File: src/rtl/alu_pkg.sv
// Shared ALU definitions: operation codes used by the ALU decoder and the
// execution slice.
package alu_pkg;

   localparam logic [3:0] ALU_AND = 4'b0000;
   localparam logic [3:0] ALU_OR  = 4'b0001;
   localparam logic [3:0] ALU_ADD = 4'b0010;
   localparam logic [3:0] ALU_SUB = 4'b1010;
   localparam logic [3:0] ALU_SLT = 4'b1011;
   localparam logic [3:0] ALU_ROR = 4'b0100;
   localparam logic [3:0] ALU_ROL = 4'b0101;
   localparam logic [3:0] ALU_NOR = 4'b0110;
   localparam logic [3:0] ALU_MUL = 4'b0111;

endpackage

File: src/rtl/alu_core.sv
// Combinational ALU: result and zero flag for every alucontrol code.
// Unassigned codes produce an all-zero result so nothing unknown escapes.
module alu_core
   import alu_pkg::*;
#(
   parameter int WIDTH = 32
) (
   input  logic [WIDTH-1:0] srca,
   input  logic [WIDTH-1:0] srcb,
   input  logic [3:0]       alucontrol,
   output logic [WIDTH-1:0] aluresult,
   output logic             zero
);

   localparam int SHW = $clog2(WIDTH);
   localparam logic [SHW:0]     W_AMT = (SHW+1)'(WIDTH);
   localparam logic [WIDTH-1:0] ONE   = {{(WIDTH-1){1'b0}}, 1'b1};

   logic [SHW-1:0]   sh_s;
   logic [SHW:0]     csh_s;
   logic [WIDTH-1:0] sum_s;
   logic [WIDTH-1:0] diff_s;
   logic [WIDTH-1:0] prod_s;
   logic [WIDTH-1:0] ror_s;
   logic [WIDTH-1:0] rol_s;
   logic             slt_s;
   logic [WIDTH-1:0] result_s;

   // Shared arithmetic, compare and rotate terms feeding the result mux.
   // The complementary shift is WIDTH when the rotate amount is 0, which
   // shifts everything out and leaves a unchanged.
   always_comb begin
      sh_s   = srcb[SHW-1:0];
      csh_s  = W_AMT - {1'b0, sh_s};
      sum_s  = srca + srcb;
      diff_s = srca + ~srcb + ONE;
      prod_s = srca * srcb;
      ror_s  = (srca >> sh_s) | (srca << csh_s);
      rol_s  = (srca << sh_s) | (srca >> csh_s);
      slt_s  = ($signed(srca) < $signed(srcb));
   end

   // Operation select; zero is taken from the final result for every code.
   always_comb begin
      result_s = {WIDTH{1'b0}};
      case (alucontrol)
         ALU_AND: result_s = srca & srcb;
         ALU_OR:  result_s = srca | srcb;
         ALU_ADD: result_s = sum_s;
         ALU_SUB: result_s = diff_s;
         ALU_SLT: result_s = {{(WIDTH-1){1'b0}}, slt_s};
         ALU_ROR: result_s = ror_s;
         ALU_ROL: result_s = rol_s;
         ALU_NOR: result_s = ~(srca | srcb);
         ALU_MUL: result_s = prod_s;
         default: result_s = {WIDTH{1'b0}};
      endcase
      aluresult = result_s;
      zero      = (result_s == {WIDTH{1'b0}});
   end

endmodule

File: src/rtl/dff_regs.sv
// Generic WIDTH-bit registers with asynchronous active-high reset:
// dff_rst always loads, dff_rst_en loads only when en is high.
module dff_rst #(
   parameter int WIDTH = 32
) (
   input  logic             clk,
   input  logic             reset,
   input  logic [WIDTH-1:0] d,
   output logic [WIDTH-1:0] q
);

   // Load every rising edge; reset clears immediately.
   always_ff @(posedge clk or posedge reset) begin
      if (reset) q <= {WIDTH{1'b0}};
      else       q <= d;
   end

endmodule

module dff_rst_en #(
   parameter int WIDTH = 32
) (
   input  logic             clk,
   input  logic             reset,
   input  logic             en,
   input  logic [WIDTH-1:0] d,
   output logic [WIDTH-1:0] q
);

   // Load on rising edge when enabled, otherwise hold; reset clears immediately.
   always_ff @(posedge clk or posedge reset) begin
      if (reset)   q <= {WIDTH{1'b0}};
      else if (en) q <= d;
      else         q <= q;
   end

endmodule

File: src/rtl/alu_exec_unit.sv
// Execution slice of the multicycle datapath: combinational ALU plus the
// ALUOut register (loads every cycle) and the enabled hold register.
module alu_exec_unit
   import alu_pkg::*;
#(
   parameter int WIDTH = 32
) (
   input  logic             clk,
   input  logic             reset,
   input  logic [WIDTH-1:0] srca,
   input  logic [WIDTH-1:0] srcb,
   input  logic [3:0]       alucontrol,
   input  logic             en,
   output logic [WIDTH-1:0] aluresult,
   output logic             zero,
   output logic [WIDTH-1:0] aluout,
   output logic [WIDTH-1:0] holdq
);

   logic [WIDTH-1:0] result_s;

   alu_core #(.WIDTH(WIDTH)) u_alu_core (
      .srca       (srca),
      .srcb       (srcb),
      .alucontrol (alucontrol),
      .aluresult  (result_s),
      .zero       (zero)
   );

   assign aluresult = result_s;

   dff_rst #(.WIDTH(WIDTH)) u_aluout_reg (
      .clk   (clk),
      .reset (reset),
      .d     (result_s),
      .q     (aluout)
   );

   dff_rst_en #(.WIDTH(WIDTH)) u_hold_reg (
      .clk   (clk),
      .reset (reset),
      .en    (en),
      .d     (result_s),
      .q     (holdq)
   );

endmodule

File: config.mk
export PLATFORM = sky130hd
export DESIGN_NAME = alu_exec_unit
export DESIGN_NICKNAME = d
export VERILOG_FILES = /design/src/rtl/alu_pkg.sv /design/src/rtl/alu_core.sv /design/src/rtl/dff_regs.sv /design/src/rtl/alu_exec_unit.sv
export SDC_FILE = /design/constraint.sdc
export NUM_CORES = 2
export LEC_CHECK = 0
export ABC_AREA = 1
export CORE_MARGIN = 1
export CORE_UTILIZATION = 47
export DETAILED_ROUTE_END_ITERATION = 8
export PLACE_DENSITY = 0.77
export SETUP_SLACK_MARGIN = 0.5
export SYNTH_ARGS = -nofsm -noshare
export SYNTH_HDL_FRONTEND = slang
export SYNTH_SLANG_ARGS = --single-unit
File: constraint.sdc
create_clock -name clk -period 10.5 [get_ports clk]
set_clock_uncertainty 0.15 [all_clocks]
set_input_delay 1.575 -clock clk [delete_from_list [all_inputs] [get_ports clk]]
set_output_delay 1.575 -clock clk [all_outputs]
set_load 0.01 [all_outputs]
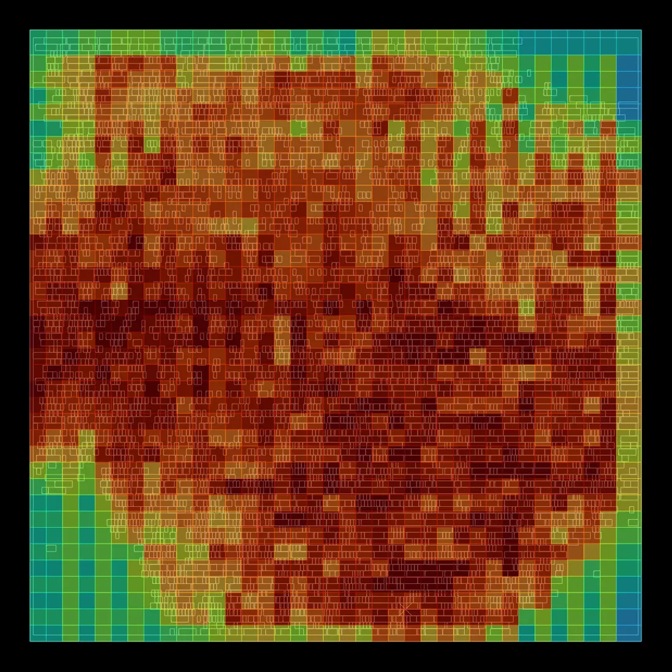
**Above:** routing congestion.
met2 usage: 68.0%
Core Util, Final: 62.1%
drt wl/cell: 26.7 µm

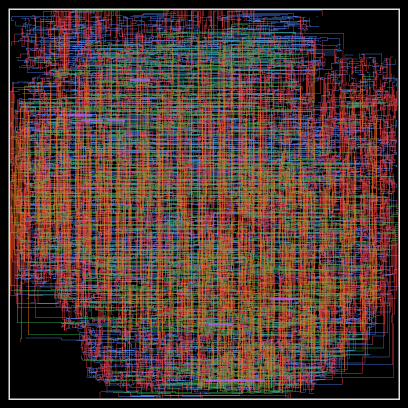
**Above:** wiring by layer.
Scale: 1.5 px per µm.
Orange is metal 4, wire length 18600 µm. Purple is metal 5, wire length 115 µm. Green is metal 3, wire length 26.9 mm. Red is metal 2, wire length 66.4 mm. Blue is metal 1, wire length 56.6 mm.

==> changes_impl.md <==
### Implementation results

- Std cell rows: 93
- Reg-to-reg startpoint: u_hold_reg.q[24]
- Num CTS Buffers: 9
- Synthesis area per yosys: 31000 µm²
- IO Port Bufs: 167
- Nonclk inv count: 1006
- H-tree depth: 3
- Cell family with most CP delay: adder cells
- Reg2reg setup slack: 9.54 ns
- Clock-pin transition on the worst setup and hold timing paths: 0.06 ns
- # setup viols final: 1
- WL met2: 66400 µm
- Vias in the first global route: 35871
- Hold WS: 0.329 ns
- Mapped cell area: 31000 µm²
- Fp_density: 47.9%
- # diodes: 9
- RSZ-0062 raised after global routing: yes
- Violated checks: design-rule violations, negative setup slack
- Register share after synthesis: 5.16%
- Final-layout clock buffer total: 9
- Post-place setup slack: -0.802 ns
- Flops: 64
- Placed Cells: 6118
- Simple Share, Synth: 31.5%
- Log Warnings: 93
- Final WS setup: -0.0579 ns
- Cell depth of the worst setup path: 36
- Hold path depth: 2
- Status: finished, violations left
- Slowest cell delay on critical path: 0.53 ns
- Synth Instances: 4967
- Seq area share: 3.98%
- DRC violations left: 1
- Top cells by count, synth: nand2_1, inv_1, fa_1, nand3_1, nor2_1
- Yosys top cell by area: fa_1
- Fillers: 5611
- Routed Antenna Nets: 0
- Mux area share: 0.677%
- Reg2reg end: u_hold_reg.q[24]
- Max Fclk: 94.7 MHz
- Gr ovfl total: 0
- Violation tally from detailed-route iteration zero: 5777
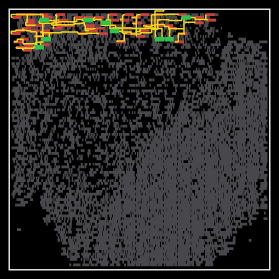
**Above:** clock network drawn from the DEF.
Scale: 1 px per µm.
Yellow is clock wires, length 1030 µm. Green is clock drivers, count 9. Red is flip-flops, count 64.
There are 10 routed clock nets.

[state kept, by name, summed over array words and instances, names as in the netlist]
register	count
u_aluout_reg.q	32
u_hold_reg.q	32
[layout by cell type (no fill, tap or decap), drive strengths merged, types with 9 or more instances in the layout]
master / n
mux2i: 21
a31oi: 11
ha: 221
a221oi: 10
a21o: 12
dlygate4sd2: 9
clkbuf: 22
dfrtp: 64
buf: 591
o22ai: 9
inv: 1007
nand4: 44
o211ai: 45
or2: 21
nand3b: 9
o21ai: 300
nand3: 405
a21oi: 172
xor2: 12
diode: 9
nor2: 320
o21bai: 11
nand2: 1544
clkdlybuf4s50: 91
bufbuf: 10
fa: 410
a21boi: 9
nor3: 23
